==> src/rtl/btn_pkg.sv <==
// Shared constants for the button press classifier: FSM state encoding
// and default timing for a 100 MHz system clock.
package btn_pkg;

    localparam logic [1:0] ST_IDLE    = 2'd0;
    localparam logic [1:0] ST_PRESSED = 2'd1;
    localparam logic [1:0] ST_HELD    = 2'd2;

    localparam int LONG_PRESS_1S = 100_000_000;
    localparam int REPEAT_200MS  = 20_000_000;

endpackage

==> src/rtl/btn_press_classifier.sv <==
// Classifies a debounced button level into short press, long press,
// auto-repeat while held, and release-after-long events.
// All outputs are registered one-cycle pulses, except o_held, which is a level.
module btn_press_classifier
    import btn_pkg::*;
#(
    parameter int LONG_PRESS_CYCLES = LONG_PRESS_1S,
    parameter int REPEAT_CYCLES     = REPEAT_200MS,
    parameter int REPEAT_ENABLE     = 1
) (
    input  logic i_clk,
    input  logic i_reset,
    input  logic i_btn_stable,
    output logic o_short_pulse,
    output logic o_long_pulse,
    output logic o_repeat_pulse,
    output logic o_release_pulse,
    output logic o_held
);

    // A single counter serves both the long-press and repeat timing.
    localparam int MAX_CYCLES = (LONG_PRESS_CYCLES > REPEAT_CYCLES) ?
                                LONG_PRESS_CYCLES : REPEAT_CYCLES;
    localparam int CW = $clog2(MAX_CYCLES);

    localparam logic [CW-1:0] LONG_TC   = CW'(LONG_PRESS_CYCLES - 1);
    localparam logic [CW-1:0] REPEAT_TC = CW'(REPEAT_CYCLES - 1);
    localparam logic          RPT_EN    = (REPEAT_ENABLE != 0);

    logic [1:0]    state;
    logic [CW-1:0] cnt;

    // FSM and counter. Pulses default low each cycle. Release is tested
    // before the terminal count, so a release on a terminal edge wins.
    always_ff @(posedge i_clk) begin
        if (i_reset) begin
            state           <= ST_IDLE;
            cnt             <= '0;
            o_short_pulse   <= 1'b0;
            o_long_pulse    <= 1'b0;
            o_repeat_pulse  <= 1'b0;
            o_release_pulse <= 1'b0;
            o_held          <= 1'b0;
        end else begin
            o_short_pulse   <= 1'b0;
            o_long_pulse    <= 1'b0;
            o_repeat_pulse  <= 1'b0;
            o_release_pulse <= 1'b0;
            case (state)
                ST_IDLE: begin
                    if (i_btn_stable) begin
                        state <= ST_PRESSED;
                        cnt   <= '0;
                    end
                end
                ST_PRESSED: begin
                    if (!i_btn_stable) begin
                        state         <= ST_IDLE;
                        cnt           <= '0;
                        o_short_pulse <= 1'b1;
                    end else if (cnt == LONG_TC) begin
                        state        <= ST_HELD;
                        cnt          <= '0;
                        o_long_pulse <= 1'b1;
                        o_held       <= 1'b1;
                    end else begin
                        cnt <= cnt + 1'b1;
                    end
                end
                ST_HELD: begin
                    if (!i_btn_stable) begin
                        state           <= ST_IDLE;
                        cnt             <= '0;
                        o_release_pulse <= 1'b1;
                        o_held          <= 1'b0;
                    end else if (cnt == REPEAT_TC) begin
                        cnt            <= '0;
                        o_repeat_pulse <= RPT_EN;
                    end else begin
                        cnt <= cnt + 1'b1;
                    end
                end
                default: begin
                    state  <= ST_IDLE;
                    cnt    <= '0;
                    o_held <= 1'b0;
                end
            endcase
        end
    end

endmodule

==> config.mk <==
export PLATFORM = sky130hd
export DESIGN_NAME = btn_press_classifier
export DESIGN_NICKNAME = d
export VERILOG_FILES = /design/src/rtl/btn_pkg.sv /design/src/rtl/btn_press_classifier.sv
export SDC_FILE = /design/constraint.sdc
export NUM_CORES = 1
export LEC_CHECK = 0
export CORE_ASPECT_RATIO = 1.5
export CORE_MARGIN = 1.5
export CORE_UTILIZATION = 55
export DETAILED_ROUTE_END_ITERATION = 7
export GPL_ROUTABILITY_DRIVEN = 0
export PLACE_DENSITY = 0.85
export SLEW_MARGIN = 25
export SYNTH_ARGS = -nofsm -noshare
export SYNTH_HDL_FRONTEND = slang
export SYNTH_SLANG_ARGS = --single-unit
==> constraint.sdc <==
create_clock -name i_clk -period 2.6 [get_ports i_clk]
set_input_delay 0.52 -clock i_clk [delete_from_list [all_inputs] [get_ports i_clk]]
set_output_delay 0.52 -clock i_clk [all_outputs]
set_load 0.005 [all_outputs]
==> run_1/port_nets.png <==
(4 px per um)
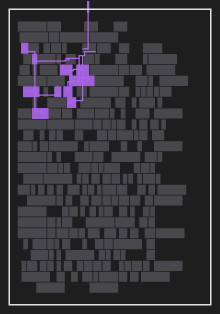
`i_btn_stable`: drawn in purple, bits 1, direction input, end cells 14, buffers 2, wire 93.1 um.

==> run_1/metal_stack.png <==
(8 px per um) Two of the layers only.
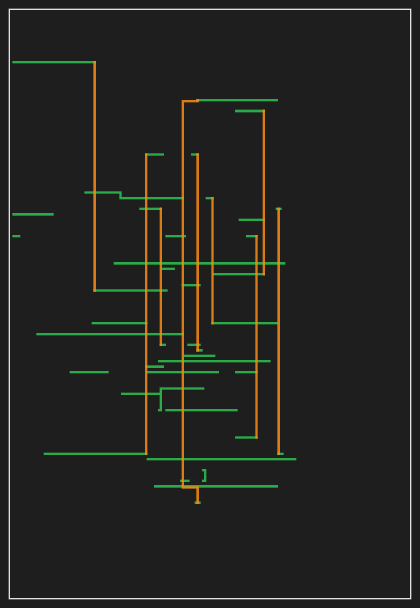
met3: drawn in green, wire length 238 um. met4: drawn in orange, wire length 253 um.

==> notes.md, run 1 <==
Notes on the flow run.

- According to the floorplan report, the die width is around 50 um.
- Per the CTS log, the buffer count on the longest clock path is 2.
- STA reports a reg2reg setup slack of roughly 0.09 ns.
- Setup repair after global routing left no endpoint under its margin.
- After synthesis, the mean cell area works out to ~8.3 sq um.
- The post-placement cell area is between 1500 and 2000 sq um.
- In the routed design, unresolved DRC markers number 0.
- For this design, the CTS-stage hold fixing added 0 buffers.
- According to the Yosys statistics, the synthesized design has a chip area of about 1800 sq um.
- The worst register-to-register path has a depth of 6.
- The share of the cycle needed by the critical path after routing is around 96%, for reference.
- The run finished with clean final reports.
- The shortest clock period the worst path allows after layout is about 2.5 ns, for reference.
- The classification of the worst setup path is register to register, for reference.
- In the post-synthesis netlist, the biggest area contributors are sky130_fd_sc_hd__dfxtp_1, sky130_fd_sc_hd__nand2_1, sky130_fd_sc_hd__nor2_1, sky130_fd_sc_hd__a31oi_1, sky130_fd_sc_hd__nand3_1.
- Per the synthesis report, the XOR/XNOR share of the synthesized area is roughly 5.3%.
- The maximum ir drop on the vdd rail is approximately 0.43 mV, for reference.
- In the Yosys report the total cell count is ~220.
- The class of the tightest hold or removal check is register to register, for reference.
- After floorplanning, the core was sized to cover ~3200 sq um.
- The clock arrives with around 0.0064 ns of skew.
- The transition at the pin with the smallest max-transition slack is ~0.51 ns, for reference.
- The critical register-to-register path endpoint is cnt[26], for reference.
- Per the OpenROAD floorplan log, the area of the die is 3670 sq um.
- The kind of capture point of the worst setup path is a register, for reference.
- By count the netlist is led by sky130_fd_sc_hd__dfxtp_1, sky130_fd_sc_hd__nand2_1, sky130_fd_sc_hd__nor2_1.
- The remaining antenna violation count is 0, for reference.
- The number of primary I/O pins is 8, for reference.
- The initial antenna violation count is 0, for reference.
- The basic-gate share of the synthesized area counting and, or, nand and nor cells is a little over a third, for reference.
- The first global-routing pass estimated approximately 6900 um of wire.
- The register bit total from synthesis is 34, for reference.
==> run_1/final_clocks.png <==
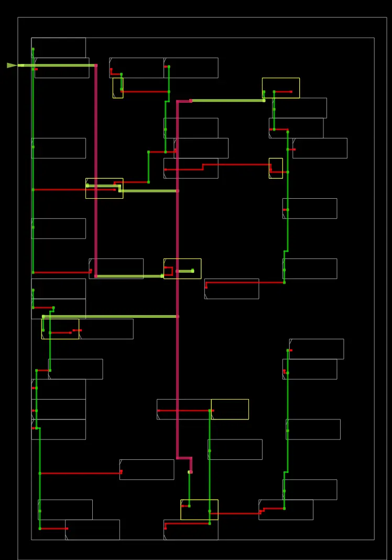
clock sink count: 34
later-pin clock latency in the skew report: 0.29 ns
number of buffers created by CTS: 5
count of clock-net buffers in the final layout: 7

==> run_1/zoom.png <==
Window x 27 to 47, y 45 to 65 um. Cells in grey, sequential cells in the stronger grey; small squares are vias.
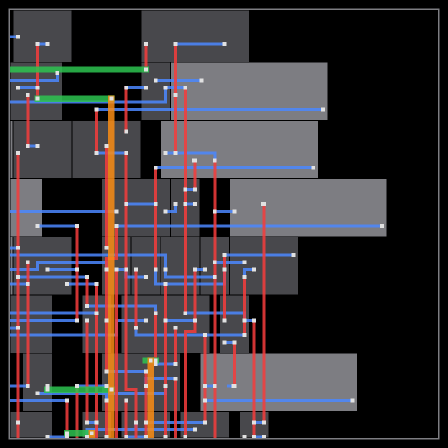
met1: drawn in blue. met3: drawn in green. met4: drawn in orange. met2: drawn in red.
24 logic cells have their middle in the window. Most frequent: nand2_1 (4), nor2_1 (4), dfxtp_1 (4). Netlist names of flops here include `cnt` (4). Sequential cells in the window: 4.

[run 1: logic make-up (layout without fill, tap and decap cells)]
group                      Yosys count  in the layout
xor gates and xnor gates            11             11
adders and majority gates            4              4
buffers and inverters               13             32
and+or+nand+nor                    117            117
DFF                                 34             34
AOI/OAI and AO/OA                   39             39
muxes                                2              2
[run 1: registers in the layout (all words and copies together), names as in the netlist]
signal / count
cnt: 27
state: 2
o_held: 1
o_long_pulse: 1
o_release_pulse: 1
o_repeat_pulse: 1
o_short_pulse: 1
[run 1: layout by cell type (no fill, tap or decap), types with 3 or more instances in the layout]
master                            instances
sky130_fd_sc_hd__o21ai_0                  3
sky130_fd_sc_hd__a31oi_1                 12
sky130_fd_sc_hd__inv_1                    5
sky130_fd_sc_hd__a211oi_1                 3
sky130_fd_sc_hd__nor3_1                   8
sky130_fd_sc_hd__nand2b_1                 3
sky130_fd_sc_hd__nand4_1                 11
sky130_fd_sc_hd__clkbuf_8                 6
sky130_fd_sc_hd__xnor2_1                  4
sky130_fd_sc_hd__and2_1                   3
sky130_fd_sc_hd__nand2_1                 25
sky130_fd_sc_hd__nor2_1                  23
sky130_fd_sc_hd__xor2_1                   7
sky130_fd_sc_hd__buf_4                   12
sky130_fd_sc_hd__or2_2                    3
sky130_fd_sc_hd__dfxtp_1                 34
sky130_fd_sc_hd__nor4_1                   5
sky130_fd_sc_hd__ha_1                     4
sky130_fd_sc_hd__nand3_1                 15
sky130_fd_sc_hd__a21oi_1                 10
sky130_fd_sc_hd__clkdlybuf4s50_1          7
[run 1: per-layer routing]
| layer | vias up | share of wire, % | wire, um |
|---|---|---|---|
| li1 | 841 | - | - |
| met1 | 777 | 39 | 1650 |
| met2 | 60 | 49 | 2100 |
| met3 | 25 | 5.6 | 238 |
| met4 | 0 | 6.0 | 253 |
| met5 | - | 0 | 0 |
[run 1: through the flow]
stage	power, mW	hold slack, ns	instances
floorplan	0.575	0.459	220
global placement	0.595	0.490	271
detailed placement	0.595	0.495	271
CTS	0.997	0.511	279
global route	1.03	0.536	279
finish	0.983	0.511	279
[run 1: report_power, final]
group	internal [mW]	leakage [nW]	switching, mW
logic	0.0222	0.347	0.0375
clock network	0.213	0.0482	0.185
registers	0.523	0.274	0.00162
total	0.759	0.669	0.224
[run 1: layout make-up]
class,count,area (sq um)
inverter,5,18.8
timing repair buffer,19,160
fill,265,1080
clock inverter,1,5.00
sequential,34,681
multi-input combinational,173,1080
tap,40,50.0
clock buffer,7,86.3
[run 1: worst max-delay path: stages, from the launching register on]
cell and delay, ns:
sky130_fd_sc_hd__dfxtp_1 0.31, sky130_fd_sc_hd__or4_1 0.53, sky130_fd_sc_hd__or4_4 0.52, sky130_fd_sc_hd__nor4_4 0.28, sky130_fd_sc_hd__o22ai_2 0.21, sky130_fd_sc_hd__and3_2 0.25
sky130_fd_sc_hd__a221o_2 0.28
[run 1: how the worst max path moves through the flow]
stage,cells past startpoint,slack [ns],from,to
finish,6,0.09,cnt[23],cnt[26]
global route,7,0.001,cnt[0],cnt[26]
CTS,6,0.12,cnt[23],cnt[26]
detailed placement,6,0.14,cnt[23],cnt[26]
global placement,6,0.19,cnt[23],cnt[26]
floorplan,8,0.26,cnt[23],cnt[18]
==> run 1 -> run 2 <==
CTS_CLUSTER_SIZE = 30   (was not set)
==> run_2/met2.png <==
(4 px per um)
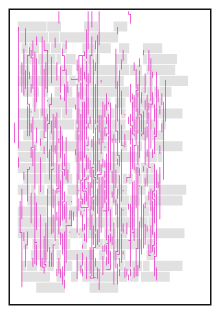
The longest straight run is 30.3 um. The wires run mostly vertical. The layer carries 2100 um of wire.

==> run 2 against run 1 <==
Sequential share of layout area stayed put. Power unchanged. Register-to-register slack about the same. Core utilization unchanged. Clock power about the same. Combinational power about the same. Cell area unchanged. Setup slack did not move. Die size did not move. Synthesized cell count did not move. Area after synthesis is the same. Largest cell class unchanged.
==> notes.md, run 2 <==
Notes on the flow run.

- Status: finished, final reports clean (unchanged).
- The shortest clock period the worst path allows after layout is 2.51 ns (unchanged), for reference.
- The maximum ir drop on the vdd rail came to 0.432 mV (unchanged).
- The total cell area reported by yosys after synthesis is 1820 sq um (unchanged), for reference.
- The critical register-to-register path endpoint is cnt[26] (unchanged), for reference.
- The worst hold-check slack was 0.511 ns (unchanged).
- Biggest area cells: sky130_fd_sc_hd__dfxtp_1, sky130_fd_sc_hd__nand2_1, sky130_fd_sc_hd__nor2_1, sky130_fd_sc_hd__a31oi_1, sky130_fd_sc_hd__nand3_1 (unchanged).
- The initial antenna violation count is 0 (unchanged), for reference.
- The classification of the worst setup path is register to register (unchanged), for reference.
- The share of the cycle needed by the critical path after routing was 96.5% (unchanged).
- The fraction of synthesized cell area in xor and xnor cells is 5.29% (unchanged), for reference.
- The remaining antenna violation count came to 0 (unchanged).
- The register bit total from synthesis was 34 (unchanged).
- Commonest cells in the synthesized netlist: sky130_fd_sc_hd__dfxtp_1, sky130_fd_sc_hd__nand2_1, sky130_fd_sc_hd__nor2_1 (unchanged).
- The clock network latency to the later pin of the worst-skew pair was 0.29 ns (about the same).
- The basic-gate share of the synthesized area counting and, or, nand and nor cells is 35.0% (unchanged).
- The wire length of the first global-routing pass is 6930 um (unchanged).
- The CTS sink count is 34 (unchanged), for reference.
- The register with the most flip-flops is cnt (unchanged), for reference.
- The number of flip-flops under the largest register name was 27 (unchanged).
- Top cells excl fill/tap: sky130_fd_sc_hd__dfxtp_1, sky130_fd_sc_hd__nand2_1, sky130_fd_sc_hd__nor2_1 (unchanged).
- The number of buffers on the longest clock path is 2 (unchanged).
==> run_2/final_clocks.png <==
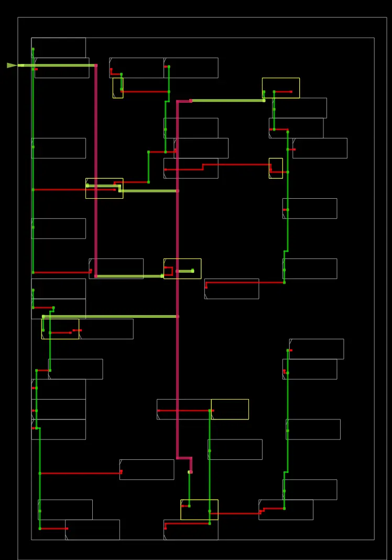
clk_skew: 0.00643 ns
Seq cells: 34

[run 2: where the power goes]
| group | switching (mW) | internal, mW |
|---|---|---|
| combinational | 0.0375 | 0.0222 |
| sequential | 0.00162 | 0.523 |
| clock | 0.185 | 0.213 |
[run 2: cells by family (layout without fill, tap and decap cells)]
| family | after synthesis | count (layout) |
|---|---|---|
| simple gates | 117 | 117 |
| mux | 2 | 2 |
| compound gates | 39 | 39 |
| xor+xnor | 11 | 11 |
| fa+ha+maj | 4 | 4 |
| buf+inv | 13 | 32 |
| flops | 34 | 34 |
[run 2: per-layer routing]
| metal | GRT usage, % | vias to the layer above | wire length (um) |
|---|---|---|---|
| met5 | 0 | - | 0 |
| met4 | 19.4 | 0 | 253 |
| met3 | 5.69 | 25 | 238 |
| met2 | 41.8 | 60 | 2100 |
| met1 | 27.3 | 777 | 1650 |
| li1 | - | 841 | - |
[run 2: cell type report]
| cell class | instances | area, sq um |
|---|---|---|
| multi-input combinational | 173 | 1080 |
| inverter | 5 | 18.8 |
| timing repair buffer | 19 | 160 |
| tap | 40 | 50.0 |
| clock inverter | 1 | 5.00 |
| sequential | 34 | 681 |
| fill | 265 | 1080 |
| clock buffer | 7 | 86.3 |
[run 2: worst max-delay path by stage]
stage,from,to,slack (ns),cells past startpoint
5_1_grt,cnt[0],cnt[26],0.001,7
2_1_floorplan,cnt[23],cnt[18],0.26,8
6_report,cnt[23],cnt[26],0.09,6
4_1_cts,cnt[23],cnt[26],0.12,6
3_3_place_gp,cnt[23],cnt[26],0.19,6
3_5_place_dp,cnt[23],cnt[26],0.14,6
[run 2: metrics by stage]
| step | cell area, sq um | power, mW | setup slack, ns | cells |
|---|---|---|---|---|
| after floorplan | 1820 | 0.575 | 0.259 | 220 |
| final | 2080 | 0.983 | 0.0918 | 279 |
| after global placement | 1990 | 0.595 | 0.193 | 271 |
| after CTS | 2080 | 0.997 | 0.115 | 279 |
| after detailed placement | 1990 | 0.595 | 0.139 | 271 |
| after global routing | 2080 | 1.03 | 0.00114 | 279 |
[run 2: worst max-delay path, cell delays in order, from the launching register on]
cell,delay (ns)
sky130_fd_sc_hd__dfxtp_1,0.31
sky130_fd_sc_hd__or4_1,0.53
sky130_fd_sc_hd__or4_4,0.52
sky130_fd_sc_hd__nor4_4,0.28
sky130_fd_sc_hd__o22ai_2,0.21
sky130_fd_sc_hd__and3_2,0.25
sky130_fd_sc_hd__a221o_2,0.28
==> run 2 -> run 3 <==
HOLD_SLACK_MARGIN = 0.06   (was not set)
==> run_3/zoom.png <==
Window x 27 to 47, y 45 to 65 um. Cells in grey, sequential cells in the stronger grey; small squares are vias.
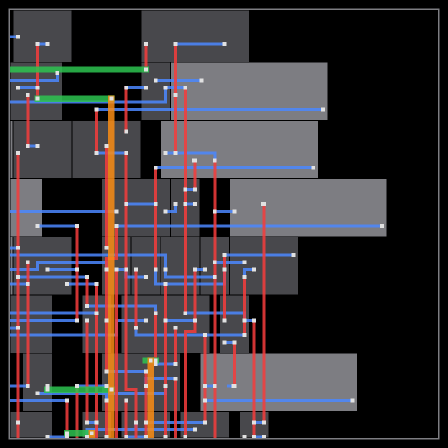
met3: drawn in green. met2: drawn in red. met1: drawn in blue. met4: drawn in orange.
Netlist names of flops here include `cnt` (4). 24 logic cells have their middle in the window. Most frequent: nand2_1 (4), nor2_1 (4), dfxtp_1 (4). Sequential cells in the window: 4.

==> run_3/port_nets.png <==
(4 px per um)
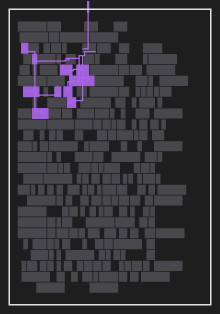
`i_btn_stable`: drawn in purple, bits 1, direction input, end cells 14, buffers 2, wire 93.1 um.

==> run 3 against run 2 <==
Sequential power about the same. Global-route usage stayed put. Fmax unchanged. Flip-flop count is the same. Critical path depth unchanged. Worst hold slack unchanged. Largest power group unchanged. Clock power hardly changed. Via count stayed put.
==> notes.md, run 3 <==
Notes on the flow run.

- Status: finished, final reports clean (unchanged).
- The share of the cycle needed by the critical path after routing was 96.5% (unchanged).
- The slowest library cell on the worst path is sky130_fd_sc_hd__or4_1 (unchanged).
- RSZ-0062 raised after global routing: false (unchanged).
- The class of the tightest hold or removal check is register to register (unchanged), for reference.
- The CTS H-tree depth is 2 (unchanged).
- The horizontal die size was 50.0 um (unchanged).
- The post-cts hold-fix buffer tally was 0 (unchanged).
- The cell area after placement is 1990 sq um (unchanged), for reference.
- Cell-by-cell trace of the critical path: or4_1, or4_4, nor4_4, o22ai_2, and3_2, a221o_2 (unchanged).
- Biggest area cells: sky130_fd_sc_hd__dfxtp_1, sky130_fd_sc_hd__nand2_1, sky130_fd_sc_hd__nor2_1, sky130_fd_sc_hd__a31oi_1, sky130_fd_sc_hd__nand3_1 (unchanged).
- The largest stage delay on the critical path is 0.53 ns (about the same), for reference.
- The initial antenna violation count came to 0 (unchanged).
- The count of mapped cells out of synthesis was 220 (unchanged).
- The total non-filler cell area in the finished layout was 2080 sq um (unchanged).
- The mean instance size in the synthesized netlist is 8.28 sq um (unchanged), for reference.
- The cell type group with the largest total delay on the critical path is simple AND/OR/NAND/NOR gates (unchanged), for reference.
- The detailed-route DRC error count is 0 (unchanged), for reference.
- The CTS sink count was 34 (unchanged).
- The starting density of the core came to 57.7% (unchanged).
- The total overflow reported by the global router is 0 (unchanged).
- The number of buffers on the longest clock path is 2 (unchanged), for reference.
- The number of buffer and inverter stages on the critical path is 0 (unchanged), for reference.
- The transition at the pin with the smallest max-transition slack is 0.510 ns (unchanged), for reference.
- The classification of the worst setup path is register to register (unchanged), for reference.
- The core footprint was 3160 sq um (unchanged).
- The maximum ir drop on the vdd rail came to 0.432 mV (unchanged).
- Largest registers in the final layout: cnt x27, state x2 (unchanged).
- Top cells excl fill/tap: sky130_fd_sc_hd__dfxtp_1, sky130_fd_sc_hd__nand2_1, sky130_fd_sc_hd__nor2_1 (unchanged).
- The setup clock skew after layout is 0.00643 ns (unchanged), for reference.
- The number of primary I/O pins is 8 (unchanged), for reference.
- The number of buffers created by CTS is 5 (unchanged), for reference.
- The register bit total from synthesis was 34 (unchanged).
- The highest-count logic cell in the final layout is sky130_fd_sc_hd__dfxtp_1 (unchanged), for reference.
- The clock network latency to the later pin of the worst-skew pair was 0.29 ns (about the same).
- The wire length of the first global-routing pass is 6930 um (unchanged), for reference.
- The shortest clock period the worst path allows after layout is 2.51 ns (unchanged), for reference.
- The kind of capture point of the worst setup path was a register (unchanged).
- The number of buffers added on ports was 7 (unchanged).
- The total die size is 3670 sq um (unchanged), for reference.
- The register with the most flip-flops was cnt (unchanged).
[run 3: cell counts in the layout (fill, tap and decap cells not counted)]
No cell type changed its count.
[run 3: through the flow]
| stage | util [%] | hold slack (ns) | instances | power [mW] | worst slack, ns |
|---|---|---|---|---|---|
| final | 65.7 | 0.511 | 279 | 0.983 | 0.0918 |
| after global routing | 65.7 | 0.536 | 279 | 1.03 | 0.00114 |
| after CTS | 65.7 | 0.511 | 279 | 0.997 | 0.115 |
| after detailed placement | 62.9 | 0.495 | 271 | 0.595 | 0.139 |
| after global placement | 62.9 | 0.490 | 271 | 0.595 | 0.193 |
| after floorplan | - | 0.459 | 220 | 0.575 | 0.259 |
[run 3: final cells by class]
class | count | area [sq um]
Inverter | 5 | 18.8
Sequential cell | 34 | 681
Multi-Input combinational cell | 173 | 1080
Timing Repair Buffer | 19 | 160
Clock inverter | 1 | 5.00
Fill cell | 265 | 1080
Clock buffer | 7 | 86.3
Tap cell | 40 | 50.0
[run 3: per-layer routing]
metal	wire length, um	GRT usage, %
met5	0	0
met4	253	19.4
met3	238	5.69
met2	2100	41.8
met1	1650	27.3
[run 3: worst min-delay path, delay by kind of cell, from the launching register on]
family	cells	cell delay, ns
and+or+nand+nor	1	0.06
DFF	1	0.34
AOI/OAI and AO/OA	1	0.06
[run 3: final timing paths]
| path | from | to | slack [ns] | cells after the start |
|---|---|---|---|---|
| setup / recovery | cnt[23] | cnt[26] | 0.09 | 6 |
| hold / removal | cnt[4] | cnt[4] | 0.51 | 2 |
| setup reg to reg | cnt[23] | cnt[26] | 0.09 | 6 |
| hold reg to reg | cnt[4] | cnt[4] | 0.51 | 2 |
[run 3: cell families (layout without fill, tap and decap cells)]
kind of cell / Yosys count / count (layout) / share of synthesized area (%)
multiplexers: 2 / 2 / 1.10
XOR/XNOR: 11 / 11 / 5.29
AND/OR/NAND/NOR: 117 / 117 / 35.0
buffers and inverters: 13 / 32 / 3.57
adder cells (fa/ha/maj): 4 / 4 / 2.75
AND-OR/OR-AND: 39 / 39 / 15.0
flip-flops: 34 / 34 / 37.4
[run 3: where the power goes]
part	switching [mW]	leakage, nW	total, mW	internal [mW]
logic	0.0375	0.347	0.0596	0.0222
clock network	0.185	0.0482	0.398	0.213
registers	0.00162	0.274	0.525	0.523
Power figures rest on the tool's default switching activity, not on a simulated workload.
